<file path="src/rtl/dev_reshuffler_fifo.sv">
// Per-beat matrix reorder (pass / transpose / row-reverse) feeding a Depth-entry
// output FIFO with registered-only ready and valid.
module dev_reshuffler_fifo #(
    parameter int unsigned SpatPar   = 8,
    parameter int unsigned DataWidth = 64,
    parameter int unsigned ElemWidth = DataWidth / SpatPar,
    parameter int unsigned Depth     = 2,
    parameter int unsigned CntWidth  = $clog2(Depth + 1)
) (
    input  logic                         clk_i,
    input  logic                         rst_i,
    input  logic [SpatPar*DataWidth-1:0] a_i,
    input  logic [1:0]                   a_mode_i,
    input  logic                         a_valid_i,
    output logic                         a_ready_o,
    output logic [SpatPar*DataWidth-1:0] z_o,
    output logic                         z_valid_o,
    input  logic                         z_ready_i,
    output logic [CntWidth-1:0]          count_o
);

    localparam int unsigned PtrWidth = (Depth > 1) ? $clog2(Depth) : 1;
    localparam int unsigned Width    = SpatPar * DataWidth;

    typedef enum logic [1:0] {
        MODE_PASS        = 2'b00,
        MODE_TRANSPOSE   = 2'b01,
        MODE_ROW_REVERSE = 2'b10,
        MODE_RESERVED    = 2'b11
    } mode_t;

    mode_t               mode;
    logic [Width-1:0]    shuffled;
    logic [Width-1:0]    mem [Depth];
    logic [PtrWidth-1:0] wr_ptr;
    logic [PtrWidth-1:0] rd_ptr;
    logic [CntWidth-1:0] count;
    logic                push;
    logic                pop;

    assign mode = mode_t'(a_mode_i);

    always_comb begin
        shuffled = '0;
        for (int unsigned r = 0; r < SpatPar; r++) begin
            for (int unsigned c = 0; c < SpatPar; c++) begin
                unique case (mode)
                    MODE_TRANSPOSE:
                        shuffled[(r*SpatPar+c)*ElemWidth +: ElemWidth] =
                            a_i[(c*SpatPar+r)*ElemWidth +: ElemWidth];
                    MODE_ROW_REVERSE:
                        shuffled[(r*SpatPar+c)*ElemWidth +: ElemWidth] =
                            a_i[((SpatPar-1-r)*SpatPar+c)*ElemWidth +: ElemWidth];
                    default:
                        shuffled[(r*SpatPar+c)*ElemWidth +: ElemWidth] =
                            a_i[(r*SpatPar+c)*ElemWidth +: ElemWidth];
                endcase
            end
        end
    end

    assign a_ready_o = (count != CntWidth'(Depth));
    assign z_valid_o = (count != '0);
    assign z_o       = z_valid_o ? mem[rd_ptr] : '0;
    assign count_o   = count;

    assign push = a_valid_i && a_ready_o;
    assign pop  = z_valid_o && z_ready_i;

    // Storage needs no reset; only the pointers and count define what is valid.
    always_ff @(posedge clk_i) begin
        if (push) begin
            mem[wr_ptr] <= shuffled;
        end
    end

    always_ff @(posedge clk_i) begin
        if (rst_i) begin
            wr_ptr <= '0;
            rd_ptr <= '0;
            count  <= '0;
        end else begin
            if (push) begin
                wr_ptr <= (wr_ptr == PtrWidth'(Depth - 1)) ? '0 : wr_ptr + PtrWidth'(1);
            end
            if (pop) begin
                rd_ptr <= (rd_ptr == PtrWidth'(Depth - 1)) ? '0 : rd_ptr + PtrWidth'(1);
            end
            unique case ({push, pop})
                2'b10:   count <= count + CntWidth'(1);
                2'b01:   count <= count - CntWidth'(1);
                default: count <= count;
            endcase
        end
    end

`ifndef SYNTHESIS
    a_hold_valid: assert property (@(posedge clk_i) disable iff (rst_i)
        (z_valid_o && !z_ready_i) |=> (z_valid_o && $stable(z_o)));
    a_count_max: assert property (@(posedge clk_i) disable iff (rst_i)
        (count <= CntWidth'(Depth)));
`endif

endmodule

</file>
<file path="config.mk">
export PLATFORM = sky130hd
export DESIGN_NAME = dev_reshuffler_fifo
export DESIGN_NICKNAME = d
export VERILOG_FILES = /design/src/rtl/dev_reshuffler_fifo.sv
export SDC_FILE = /design/constraint.sdc
export NUM_CORES = 2
export LEC_CHECK = 0
export CORE_AREA = 2 2 408 410
export CTS_BUF_LIST = sky130_fd_sc_hd__clkbuf_8
export DETAILED_ROUTE_END_ITERATION = 8
export DIE_AREA = 0 0 410 412
export PLACE_DENSITY_LB_ADDON = 0.3
export RECOVER_POWER = 100
export SLEW_MARGIN = 10
export SYNTH_ARGS = -nofsm -noshare
export SYNTH_HDL_FRONTEND = slang
export SYNTH_SLANG_ARGS = --single-unit
</file>
<file path="constraint.sdc">
create_clock -name clk_i -period 21.5 [get_ports clk_i]
set_input_delay 4.3 -clock clk_i [delete_from_list [all_inputs] [get_ports clk_i]]
set_output_delay 4.3 -clock clk_i [all_outputs]
set_load 0.05 [all_outputs]
</file>
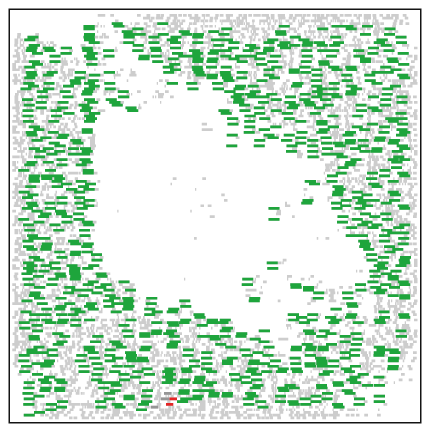
Figure 1: where the registers sit.
(1 px per µm)
- red: count_o (flops 2)
- green: mem (flops 1024; where all over the die)
- not colored: 3

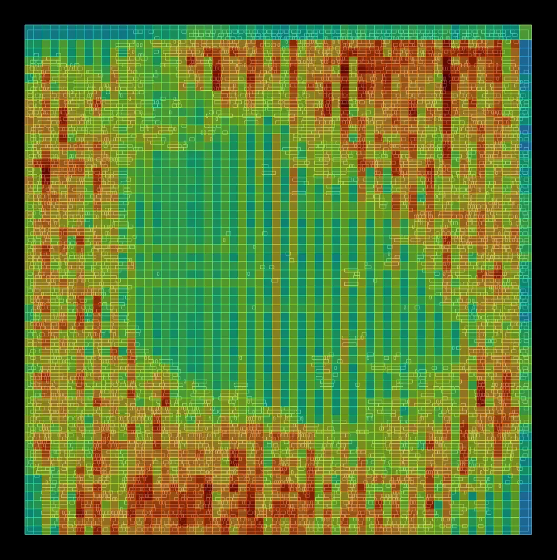
Figure 2: routing congestion.
Routed WL per cell: 25.13 µm
Most Crowded Layer GR: met2
All-Layer GR Usage: 0.2023
global routing met1 resource utilization: 0.2515
post-layout util: 0.3838

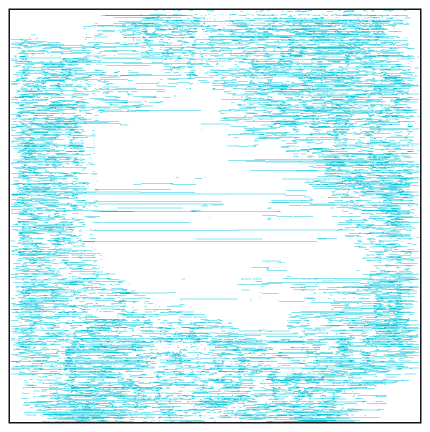
Figure 3: signal wires on met1.
(1 px per µm)
- wire length on this layer: 71.9 mm
- longest straight run: 234 µm
- share of all routed wire: 40%
- main direction: horizontal
- nets with wire on the layer: 4808

==> results.cfg <==
; flow metrics
[clock_network]
cts_resized = 0
cts_root_buffer = clkbuf_8
clk_pin_slew_ns = 0.06
clock_sinks = 1029

[run]
maxCapViolCount = 23

[route]
highest_layer = met5

[yosys]
avgSynthCellArea_um2 = 12.76
yosys_area_mm2 = 0.04858
ys_seq_frac = 0.6350
netlist_area_mm2 = 0.04858
syn_nets = 4328

[sta]
setup_viol = 0
slew_viol_final = 1876
finalCritPeriodShare = 0.6997
max_freq_mhz = 66.48
tns_ns = 0

[hold_path]
hold_path_end = rd_ptr$_SDFFE_PP0P_

[outcome]
violations = capacitance limit, slew limit
status = finished, violations left

[global_route]
grt_start_max_net_pins = 236

[placement]
gp_congestion = 0.9276

[setup_path]
worstRegToRegCells = 5
critPathKind = input pin to flip-flop

[floorplanning]
pin_count = 1034

[pwr]
powerDensity_mw_per_mm2 = 140.2
[through the flow]
| step | util | setup WS [ns] | hold slack, ns | std cells | instance area, µm² |
|---|---|---|---|---|---|
| 3_3_place_gp | 0.3629 | 12.10 | 0.4871 | 6756 | 59600 |
| 5_1_grt | 0.3837 | 5.691 | 0.5373 | 7111 | 63020 |
| 4_1_cts | 0.3840 | 11.38 | 0.5140 | 7085 | 63070 |
| 6_report | 0.3838 | 6.457 | 0.5090 | 7118 | 63030 |
| 3_5_place_dp | 0.3630 | 12.06 | 0.4942 | 6757 | 59610 |
| 2_1_floorplan | - | 4.604 | 0.4725 | 3807 | 48580 |
[cells by family after synthesis]
group,Yosys count,synth area share
AOI/OAI and AO/OA,901,0.1160
and+or+nand+nor,969,0.07525
muxes,576,0.1203
xor gates and xnor gates,3,0.0005409
buffers and inverters,326,0.05215
adders and majority gates,3,0.0007727
DFF,1029,0.6350
[synth_stat cells (all sizes together)]
cell    number  share of area
or3          1        0.00013
nand2      449          0.035
buf        273          0.048
nand3b       1        0.00015
nor2       516          0.040
a21oi        2        0.00021
nand2b       1        0.00013
mux2        64          0.015
dfxtp        5         0.0021
edfxtp    1024           0.63
xor2         2        0.00036
a21bo        1        0.00021
and3         1        0.00013
a22oi      448          0.069
ha           3        0.00077
xnor2        1        0.00018
o21ai      450          0.046
mux2i      512           0.11
clkbuf      48         0.0037
inv          5        0.00039
[flip-flops by register name (all words and copies together) (netlist names), named ones only]
name     cells
mem       1024
rd_ptr       1
wr_ptr       1
count_o      2
[power breakdown]
part | internal [W] | switching, W | leakage, nW | total, W
clock | 0.000899 | 0.000847 | 1.97 | 0.00175
sequential | 0.00265 | 0.0000790 | 9.77 | 0.00272
combinational | 0.00115 | 0.00321 | 10.3 | 0.00437
[final cells by class]
cell class              instances  area, µm²
multi-input cells            2452      15220
inverters                       5      20.02
fillers                     15905     101200
well taps                    2189       2739
diodes                         33      82.58
clock inverters               137      827.0
flip-flops and latches       1029      30850
clock buffers                 191       2629
repair buffers               1082      10670
[worst max-delay path, stage by stage]
cell	delay [ns]
dlygate4sd3_1	0.63
ha_1	1.76
clkbuf_1	6.47
a22oi_1	1.46
o21ai_0	0.77
[layer usage]
layer | vias up | global-route usage
met4 | 14 | 0.08152
li1 | 16206 | -
met2 | 1497 | 0.3277
met3 | 300 | 0.06164
met5 | - | 0
met1 | 17610 | 0.2515
[worst max path at each step]
stage / endpoint / cells past startpoint / slack, ns / from
2_1_floorplan: mem[1][0]$_DFFE_PP_ / 1 / 4.60 / a_valid_i
3_3_place_gp: mem[1][150]$_DFFE_PP_ / 6 / 12.10 / a_valid_i
3_5_place_dp: mem[1][150]$_DFFE_PP_ / 6 / 12.06 / a_valid_i
4_1_cts: z_o[210] / 6 / 11.38 / flip-flop
5_1_grt: mem[1][144]$_DFFE_PP_ / 5 / 5.69 / a_valid_i
6_report: mem[1][344]$_DFFE_PP_ / 5 / 6.46 / a_mode_i[1]
Power figures rest on the tool's default switching activity, not on a simulated workload.
